Fig. 1: run 1, metal layers overlaid
Scale bar: 50 um.
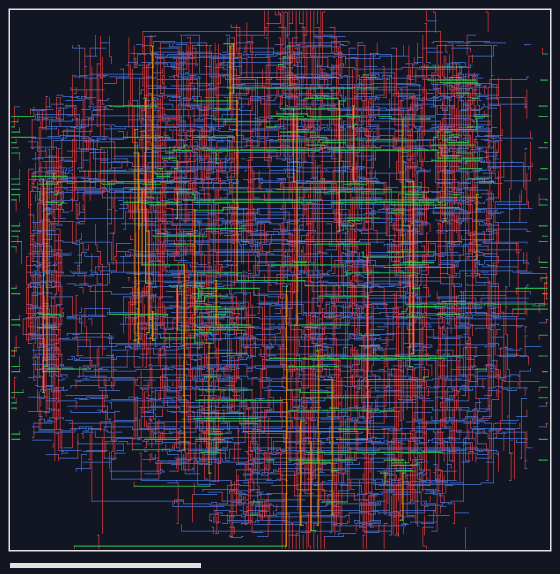
Fig. 2: run 1, clock wires, drivers and flops
Scale bar: 50 um.
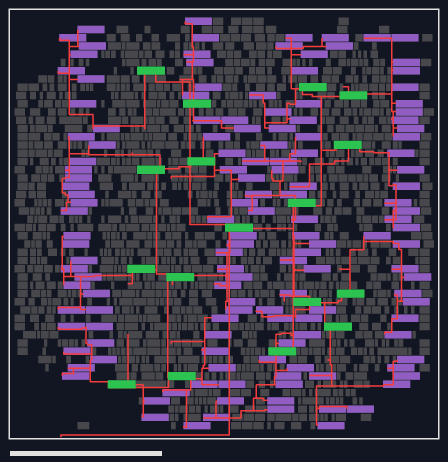
Fig. 3: run 1, floorplan with the power grid
Scale bar: 50 um. Pins as bars on the die edge.
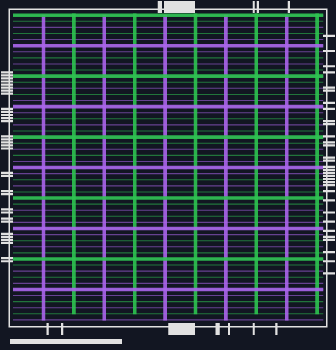
[src/rtl/div_pkg.sv]
// Shared types for the iterative divider: opcode and FSM state encodings,
// plus opcode-decoding helpers.
package div_pkg;

   typedef enum logic [1:0] {DIV = 2'b00, DIVU = 2'b01, REM = 2'b10, REMU = 2'b11} div_op_e;

   typedef enum logic [1:0] {IDLE, CALC, FIX} div_state_e;

   localparam int XLEN_DEF = 32;
   localparam int CNT_W    = $clog2(XLEN_DEF + 1);

   function automatic logic op_is_signed(input div_op_e op);
      return (op == DIV) || (op == REM);
   endfunction

   function automatic logic op_is_rem(input div_op_e op);
      return (op == REM) || (op == REMU);
   endfunction

endpackage

[src/rtl/div_restore_step.sv]
// One radix-2 restoring step: shift {rem,quo} left by one bit,
// then subtract the divisor if it fits and record a quotient bit.
module div_restore_step #(
   parameter int XLEN = 32
) (
   input  logic [XLEN-1:0] rem,
   input  logic [XLEN-1:0] quo,
   input  logic [XLEN-1:0] divisor,
   output logic [XLEN-1:0] rem_nxt,
   output logic [XLEN-1:0] quo_nxt
);

   logic [XLEN:0] shifted;
   logic          ge;

   assign shifted = {rem, quo[XLEN-1]};
   assign ge      = shifted >= {1'b0, divisor};
   // The true difference is always below 2^XLEN, so the low bits are exact.
   assign rem_nxt = shifted[XLEN-1:0] - (ge ? divisor : '0);
   assign quo_nxt = {quo[XLEN-2:0], ge};

endmodule

[src/rtl/divider_iterative.sv]
// Multi-cycle restoring divider for DIV/DIVU/REM/REMU; one quotient bit per
// clock, with optional two-cycle completion for divide-by-zero and overflow.
//
//   state | meaning
//   IDLE  | waiting for start; result_divide holds the last result
//   CALC  | one restoring step per clock, XLEN steps total
//   FIX   | apply signs, register the result, pulse done next cycle
module divider_iterative
   import div_pkg::*;
#(
   parameter int XLEN     = XLEN_DEF,
   parameter bit FASTPATH = 1'b1
) (
   input  logic            clk,
   input  logic            rst,
   input  logic            start,
   input  logic            flush,
   input  logic [1:0]      div_opcode,
   input  logic [XLEN-1:0] operand1,
   input  logic [XLEN-1:0] operand2,
   output logic [XLEN-1:0] result_divide,
   output logic            done,
   output logic            stall
);

   localparam int CW = $clog2(XLEN + 1);

   div_state_e      state, state_nxt;
   div_op_e         op_in, op_q;
   logic            sign1_q, sign2_q, dz_q;
   logic [XLEN-1:0] dvsr_q, rem_q, quo_q, rem_step, quo_step;
   logic [XLEN-1:0] abs1, abs2, quo_fix, rem_fix, result_nxt;
   logic [CW-1:0]   cnt_q;
   logic            neg1, neg2, div_zero, ovf, special, accept;

   assign op_in    = div_op_e'(div_opcode);
   assign neg1     = op_is_signed(op_in) & operand1[XLEN-1];
   assign neg2     = op_is_signed(op_in) & operand2[XLEN-1];
   assign abs1     = neg1 ? -operand1 : operand1;
   assign abs2     = neg2 ? -operand2 : operand2;
   assign div_zero = (operand2 == '0);
   assign ovf      = op_is_signed(op_in) && (operand1 == {1'b1, {(XLEN-1){1'b0}}})
                     && (operand2 == '1);
   assign special  = FASTPATH && (div_zero || ovf);
   assign accept   = (state == IDLE) && start && !flush;

   assign stall = start | (state != IDLE);

   div_restore_step #(.XLEN(XLEN)) u_step (
      .rem     (rem_q),
      .quo     (quo_q),
      .divisor (dvsr_q),
      .rem_nxt (rem_step),
      .quo_nxt (quo_step)
   );

   // A zero divisor yields all-ones regardless of operand signs.
   assign quo_fix    = ((sign1_q ^ sign2_q) && !dz_q) ? -quo_q : quo_q;
   assign rem_fix    = sign1_q ? -rem_q : rem_q;
   assign result_nxt = op_is_rem(op_q) ? rem_fix : quo_fix;

   always_comb begin
      state_nxt = state;
      case (state)
         IDLE:    if (accept) state_nxt = special ? FIX : CALC;
         CALC: begin
            if (flush)                   state_nxt = IDLE;
            else if (cnt_q == CW'(1))    state_nxt = FIX;
         end
         FIX:     state_nxt = IDLE;
         default: state_nxt = IDLE;
      endcase
   end

   always_ff @(posedge clk or negedge rst) begin
      if (!rst) begin
         state         <= IDLE;
         cnt_q         <= '0;
         result_divide <= '0;
         done          <= 1'b0;
         op_q          <= DIV;
         sign1_q       <= 1'b0;
         sign2_q       <= 1'b0;
         dz_q          <= 1'b0;
         dvsr_q        <= '0;
         rem_q         <= '0;
         quo_q         <= '0;
      end else begin
         state <= state_nxt;
         done  <= (state == FIX) && !flush;
         if (accept) begin
            op_q    <= op_in;
            sign1_q <= neg1;
            sign2_q <= neg2;
            dz_q    <= div_zero;
            dvsr_q  <= abs2;
            cnt_q   <= CW'(XLEN);
            // Fast path preloads exactly what the full iteration would produce.
            if (special) begin
               quo_q <= div_zero ? '1 : abs1;
               rem_q <= div_zero ? abs1 : '0;
            end else begin
               quo_q <= abs1;
               rem_q <= '0;
            end
         end else if (state == CALC) begin
            quo_q <= quo_step;
            rem_q <= rem_step;
            cnt_q <= cnt_q - 1'b1;
         end
         if ((state == FIX) && !flush) result_divide <= result_nxt;
      end
   end

endmodule

[config.mk]
export PLATFORM = sky130hd
export DESIGN_NAME = divider_iterative
export DESIGN_NICKNAME = d
export VERILOG_FILES = /design/src/rtl/div_pkg.sv /design/src/rtl/div_restore_step.sv /design/src/rtl/divider_iterative.sv
export SDC_FILE = /design/constraint.sdc
export NUM_CORES = 1
export LEC_CHECK = 0
export ABC_AREA = 0
export CAP_MARGIN = 10
export CORE_MARGIN = 1
export CORE_UTILIZATION = 60
export CTS_CLUSTER_SIZE = 14
export DETAILED_ROUTE_END_ITERATION = 7
export GPL_TIMING_DRIVEN = 0
export PLACE_DENSITY = 0.88
export REMOVE_ABC_BUFFERS = 1
export SYNTH_ARGS = -nofsm -noshare
export SYNTH_HDL_FRONTEND = slang
export SYNTH_HIERARCHICAL = 1
export SYNTH_SLANG_ARGS = --single-unit
[constraint.sdc]
create_clock -name clk -period 5.9 [get_ports clk]
set_input_delay 1.18 -clock clk [delete_from_list [all_inputs] [get_ports clk]]
set_output_delay 1.18 -clock clk [all_outputs]
set_load 0.005 [all_outputs]
==> results.json, run 1 <==
{
  "post_cts_buffers": 0,
  "finish.instance_area_um2": 13300,
  "final_core_util": 0.704,
  "drt_drc_violations_left": 0,
  "achievable-frequency_ghz": 0.175,
  "leakage_power_uw": 0.00559,
  "global_route_wire_length_before_repair_um": 50300,
  "wirelength_um": 31300,
  "detail-route-antenna-nets": 0,
  "die.size.x_um": 141,
  "final-hold-violation-count": 0,
  "proportion_of_layout_cells_with_a_drive_suffix_above_1": 0.0506,
  "clock_tree.root_cell": "sky130_fd_sc_hd__clkbuf_16",
  "worst-endpoint-arrival_ns": 6.03,
  "place_hpwl_um": 23700,
  "vdd_drop_max_v": 0.000254,
  "holdPathEnd": "result_divide[8]$_DFFE_PN0P_",
  "hold_path.class": "reg -> reg",
  "grt_pass1_vias": 10200,
  "run_status": "finished clean",
  "ys_seq_frac": 0.304,
  "mapped_cell_area_um2": 11600,
  "fin_max_slew_vios": 0,
  "timing.reg2reg.worst_path_depth": 25,
  "worst_skew_pair.late_latency_ns": 0.43,
  "grt_most_used_layer": "met2",
  "use_met2": 0.533,
  "timing.critical_path.slowest_cell_delay_ns": 0.52,
  "wire_per_inst_um": 17.9,
  "initial_utilization": 0.616,
  "layout.cells.most_common": "sky130_fd_sc_hd__nand2_1",
  "mostFrequentLayoutCells": "214 x sky130_fd_sc_hd__nand2_1, 141 x sky130_fd_sc_hd__dfrtp_1, 117 x sky130_fd_sc_hd__o21ai_0",
  "grt.met3_usage": 0.0428,
  "worstMarginPinSlew_ns": 1.19,
  "cp_num_buf_inv": 2,
  "critical_path.endpoint_type": "register",
  "setup_crit_start": "rem_q[27]$_DFFE_PN0P_",
  "tool_warnings": 27,
  "total_congestion_overflow_after_global_routing": 0,
  "placement.cell_area_um2": 12600,
  "pin_count_of_the_biggest_net_entering_global_routing": 97,
  "cts_hold_repair.buffers": 0,
  "area_delta_synth_final_pct": 14.3,
  "cpLargestDelayFamily": "AND-OR/OR-AND gates",
  "cts_repair_resize_count": 2,
  "number_of_antenna_violations_at_the_first_check_in_global_routing": 0,
  "detailedRoute.firstIterationViolations": 927,
  "worst_hold_slack_ns": 0.477,
  "max_cap_violations": 0,
  "cp_max_fo": 7,
  "core_region_area_um2": 18800,
  "antennaDiodeCount": 0,
  "critPathSlowestCell": "sky130_fd_sc_hd__dfrtp_1",
  "chipHeight_um": 141,
  "detailroute.via_count": 11000,
  "period_minus_slack_ns": 5.72,
  "cts_inserted_buffers": 17,
  "ys.flops": 141,
  "synth_async_sr_flop_share": 1.00,
  "timing.rr.start": "rem_q[27]$_DFFE_PN0P_",
  "layout_setup_ws_ns": 0.176,
  "gpl.final_weighted_congestion": 0.992,
  "slew_hr": 0.202
}
Back to the opening pictures, Fig. 1:
| color | layer | wire length |
|---|---|---|
| red | M2 | 14,700 um |
| orange | M4 | 1,120 um |
| blue | M1 | 13,200 um |
| green | M3 | 2,260 um |

Back to the opening pictures, Fig. 2:
[green] clock-net drivers | count: 17
[purple] flip-flops | count: 141
[red] clock wires | length: 1,820 um
flops lie: widely spread
routed clock nets: 18

Back to the opening pictures, Fig. 3:
| color | net |
|---|---|
| green | VDD |
| purple | VSS |
met5 straps: 10
met4 straps: 10

run 1: tightest hold or removal path: stages, from the launching register on:
cell,delay [ns]
sky130_fd_sc_hd__dfrtp_1,0.34
sky130_fd_sc_hd__nand2_1,0.05
sky130_fd_sc_hd__o21ai_0,0.06
run 1: cell type report:
cell class	instances	area [um^2]
Multi-Input combinational cell	1133	7390
Fill cell	1449	5570
Sequential cell	141	3530
Timing Repair Buffer	121	1270
Clock buffer	25	495
Tap cell	260	325
Inverter	56	210
Clock inverter	7	37.5
run 1: worst max-delay path by stage:
stage | end | slack, ns | depth (start not counted)
detailed placement | rem_q[30]$_DFFE_PN0P_ | -0.39 | 24
global route | rem_q[30]$_DFFE_PN0P_ | 0.07 | 25
finish | rem_q[30]$_DFFE_PN0P_ | 0.18 | 25
global placement | rem_q[19]$_DFFE_PN0P_ | -2.93 | 5
CTS | rem_q[30]$_DFFE_PN0P_ | 0.06 | 24
floorplan | rem_q[15]$_DFFE_PN0P_ | 0.56 | 4
run 1: metrics by stage:
| step | setup TNS (ns) | total power, uW | std cells |
|---|---|---|---|
| floorplan | 0 | 4260 | 1328 |
| global route | 0 | 6820 | 1743 |
| global placement | -371.99 | 5020 | 1691 |
| finish | 0 | 6380 | 1743 |
| detailed placement | -1.69 | 5170 | 1703 |
| CTS | 0 | 6190 | 1735 |
run 1: flip-flops by register name, summed over array words and instances (netlist names):
| signal | count |
|---|---|
| result_divide | 32 |
| sign1_q | 1 |
| done | 1 |
| rem_q | 32 |
| sign2_q | 1 |
| dvsr_q | 32 |
| op_q | 1 |
| state | 2 |
| cnt_q | 6 |
| dz_q | 1 |
| quo_q | 32 |
run 1: synthesized netlist by cell type, types with 23 or more instances:
cell type                  instances
sky130_fd_sc_hd__nand2_1         215
sky130_fd_sc_hd__nand3_1          25
sky130_fd_sc_hd__a21oi_1          70
sky130_fd_sc_hd__nor4_1           24
sky130_fd_sc_hd__o21ai_0         118
sky130_fd_sc_hd__dfrtp_1         141
sky130_fd_sc_hd__nor2_1           75
sky130_fd_sc_hd__xnor2_1          64
sky130_fd_sc_hd__inv_1            56
sky130_fd_sc_hd__xor2_1           81
sky130_fd_sc_hd__ha_1             70
sky130_fd_sc_hd__nand4_1          23
sky130_fd_sc_hd__a21o_1           28
sky130_fd_sc_hd__buf_4            32
sky130_fd_sc_hd__clkbuf_1         55
sky130_fd_sc_hd__o31ai_1          25
sky130_fd_sc_hd__nor3_1           34
run 1: metal layers:
layer | wire [um] | part of all wire
met4 | 1120 | 0.036
met1 | 13200 | 0.42
met5 | 0 | 0
met2 | 14700 | 0.47
met3 | 2260 | 0.072
run 1: where the power goes:
group | switching [uW] | total, uW | internal, uW
clock network | 406 | 982 | 577
logic | 1950 | 3570 | 1620
registers | 573 | 1830 | 1250
total | 2920 | 6380 | 3450
run 1: cell families after synthesis:
group / synth area share
buffers and inverters: 0.0626
flip-flops: 0.304
AND-OR/OR-AND: 0.223
multiplexers: 0.0175
AND/OR/NAND/NOR: 0.206
XOR/XNOR: 0.109
adder cells (fa/ha/maj): 0.0772
Fig. 4: run 1, cell classes on the final placement
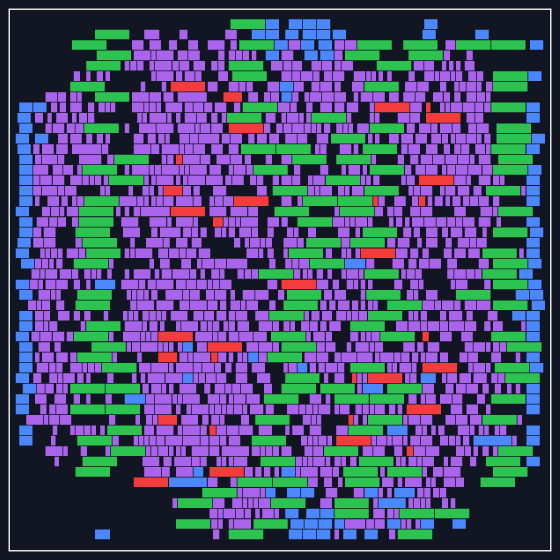

==> run 2: changes to the inputs <==
--- a/config.mk
+++ b/config.mk
@@ -14,6 +14,7 @@
 export GPL_TIMING_DRIVEN = 0
 export PLACE_DENSITY = 0.88
 export REMOVE_ABC_BUFFERS = 1
+export SKIP_CTS_REPAIR_TIMING = 1
 export SYNTH_ARGS = -nofsm -noshare
 export SYNTH_HDL_FRONTEND = slang
 export SYNTH_HIERARCHICAL = 1
Fig. 5: run 2, cell classes on the final placement
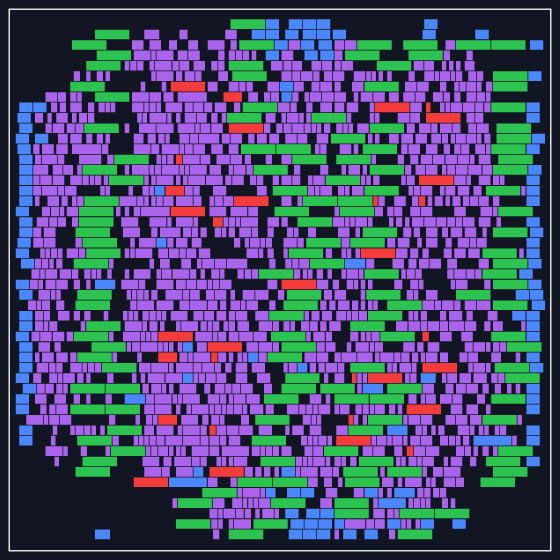
| color | class | cells |
|---|---|---|
| green | registers | 141 |
| red | clock drivers and dummy loads | 32 |
| purple | remaining logic cells | 1,188 |
| blue | remaining buffers and delay cells | 123 |

==> run 2 against run 1 <==
  * Combinational power hardly changed
  * Area after synthesis unchanged
  * Total power fell by 0.24%
  * Cell area is essentially flat
==> results.json, run 2 <==
{
  "synthCells": 1426,
  "final-hold-violation-count": 0,
  "synth_async_sr_flop_share": 1.00,
  "sinks_on_clock_net": 141,
  "proportion_of_layout_cells_with_a_drive_suffix_above_1": 0.0512,
  "worst_skew_pair.late_latency_ns": 0.43,
  "ys_sh_adder": 0.0772,
  "fin_max_slew_vios": 0,
  "pin_count_of_the_biggest_net_entering_global_routing": 97,
  "routed-wl-met2_um": 14600,
  "die.size.x_um": 141,
  "tool_warnings": 27,
  "global_route_wire_length_before_repair_um": 50200,
  "layout.cells.most_common": "sky130_fd_sc_hd__nand2_1",
  "combGateArea_um2": 7390,
  "finish.instance_area_um2": 13300,
  "met3_length_um": 2260,
  "post-synth-top-count-cell": "sky130_fd_sc_hd__nand2_1",
  "detail-route-antenna-nets": 0,
  "mapped_cell_area_um2": 11600,
  "gpl.final_weighted_congestion": 0.992,
  "simple_gate_share": 0.206,
  "top_layer_used": "met4",
  "num-fill-cells": 1444,
  "detailedRoute.firstIterationViolations": 933,
  "ys.flops": 141,
  "port_buffers": 103,
  "wirelength_um": 31100,
  "cp_max_fo": 12,
  "initial_utilization": 0.616,
  "holdPathEnd": "result_divide[8]$_DFFE_PN0P_",
  "worst-endpoint-arrival_ns": 6.05,
  "max_cap_violations": 0,
  "grt_pass1_vias": 10200,
  "chipHeight_um": 141,
  "wirelength_met1_um": 13200,
  "totalNegativeSetupSlack_ns": 0,
  "area_delta_synth_final_pct": 14.4,
  "critical_path.endpoint_type": "register",
  "drt_drc_violations_left": 0,
  "chip_area_um2": 19900,
  "antennaDiodeCount": 0,
  "worstMarginPinSlew_ns": 1.22,
  "slew_hr": 0.177,
  "total_congestion_overflow_after_global_routing": 0,
  "fraction_of_synthesized_area_in_multiplexers": 0.0175,
  "ys_seq_frac": 0.304,
  "fin_skew_ns": 0.00756,
  "number_of_antenna_violations_at_the_first_check_in_global_routing": 0,
  "clock_tree.root_cell": "sky130_fd_sc_hd__clkbuf_16",
  "wire_per_inst_um": 17.8,
  "timing.reg2reg.worst_path_depth": 25,
  "place_hpwl_um": 23700,
  "achievable-frequency_ghz": 0.174,
  "synthTopLogicFamily": "AND-OR/OR-AND gates",
  "synth_compound_gate_area_share": 0.223,
  "synth.cellmix.xorXnorShare": 0.109,
  "setup_violations": 0,
  "top_cells_by_count": "215 x sky130_fd_sc_hd__nand2_1, 141 x sky130_fd_sc_hd__dfrtp_1, 118 x sky130_fd_sc_hd__o21ai_0",
  "placement.cell_area_um2": 12600,
  "min_delay_path_depth": 2,
  "detailroute.via_count": 11000,
  "timing.rr.start": "rem_q[27]$_DFFE_PN0P_",
  "hold_path.class": "reg -> reg",
  "final-seq-area_um2": 3530,
  "mostFrequentLayoutCells": "214 x sky130_fd_sc_hd__nand2_1, 141 x sky130_fd_sc_hd__dfrtp_1, 118 x sky130_fd_sc_hd__o21ai_0",
  "period_minus_slack_ns": 5.75,
  "ys_chip_area_um2": 11600,
  "leakage_power_uw": 0.00559,
  "cts_inserted_buffers": 17,
  "vdd_drop_max_v": 0.000251,
  "core_region_area_um2": 18800,
  "run_status": "finished clean"
}
## run 2: worst max-delay path by stage
| stage | endpoint | slack, ns | depth (start not counted) | from |
|---|---|---|---|---|
| 4_1_cts | rem_q[30]$_DFFE_PN0P_ | -0.40 | 24 | rem_q[27]$_DFFE_PN0P_ |
| 2_1_floorplan | rem_q[15]$_DFFE_PN0P_ | 0.56 | 4 | flush |
| 5_1_grt | rem_q[30]$_DFFE_PN0P_ | -0.04 | 25 | rem_q[27]$_DFFE_PN0P_ |
| 3_5_place_dp | rem_q[30]$_DFFE_PN0P_ | -0.39 | 24 | rem_q[27]$_DFFE_PN0P_ |
| 3_3_place_gp | rem_q[19]$_DFFE_PN0P_ | -2.93 | 5 | flush |
| 6_report | rem_q[30]$_DFFE_PN0P_ | 0.15 | 25 | rem_q[27]$_DFFE_PN0P_ |
## run 2: where the power goes
part | total [uW] | internal (uW) | switching (uW)
Combinational | 3560 | 1630 | 1930
Sequential | 1820 | 1250 | 570
Clock | 979 | 577 | 403
## run 2: critical path, cell delays in order (launching register included)
cell                        delay, ns
sky130_fd_sc_hd__dfrtp_1         0.52
sky130_fd_sc_hd__ha_1            0.38
sky130_fd_sc_hd__nand4_1         0.23
sky130_fd_sc_hd__nor4_4          0.39
sky130_fd_sc_hd__o21ai_0         0.13
sky130_fd_sc_hd__a21oi_1         0.28
sky130_fd_sc_hd__o22a_1          0.20
sky130_fd_sc_hd__o21ai_0         0.27
sky130_fd_sc_hd__nand2_4         0.26
sky130_fd_sc_hd__and2_1          0.15
sky130_fd_sc_hd__ha_1            0.16
sky130_fd_sc_hd__inv_1           0.06
sky130_fd_sc_hd__fa_1            0.39
sky130_fd_sc_hd__a21oi_1         0.19
sky130_fd_sc_hd__nand4b_1        0.16
sky130_fd_sc_hd__a21oi_1         0.11
sky130_fd_sc_hd__o211ai_1        0.20
sky130_fd_sc_hd__buf_4           0.16
sky130_fd_sc_hd__o21ai_2         0.09
sky130_fd_sc_hd__a221o_1         0.33
sky130_fd_sc_hd__o21a_1          0.20
sky130_fd_sc_hd__o21a_1          0.18
sky130_fd_sc_hd__xor2_1          0.14
sky130_fd_sc_hd__o21ai_0         0.23
sky130_fd_sc_hd__o2bb2ai_1       0.15
sky130_fd_sc_hd__a21oi_1         0.06
## run 2: per-stage QoR
step                total power (uW)  setup WS [ns]  hold WS [ns]  utilization  cells
floorplan                       4260          0.560         0.456            -   1328
global placement                5020          -2.93         0.459        0.661   1691
detailed placement              5170         -0.389         0.469        0.670   1703
CTS                             6180         -0.398         0.483        0.699   1735
global route                    6810        -0.0386         0.512        0.705   1744
finish                          6360          0.153         0.477        0.705   1744
## run 2: layout make-up
type	count	area share
inverter	56	0.0158
clock inverter	7	0.00283
tap	260	0.0245
sequential	141	0.266
multi-input combinational	1132	0.557
timing repair buffer	123	0.0968
clock buffer	25	0.0373
## run 2: metal layers
layer  global-route usage  vias to the layer above
met5                    0                        -
met4                0.136                        0
met3               0.0431                       72
met2                0.533                      518
met1                0.421                     5138
li1                     -                     5233
No activity file was given, so power comes from the tool's default toggle rates.
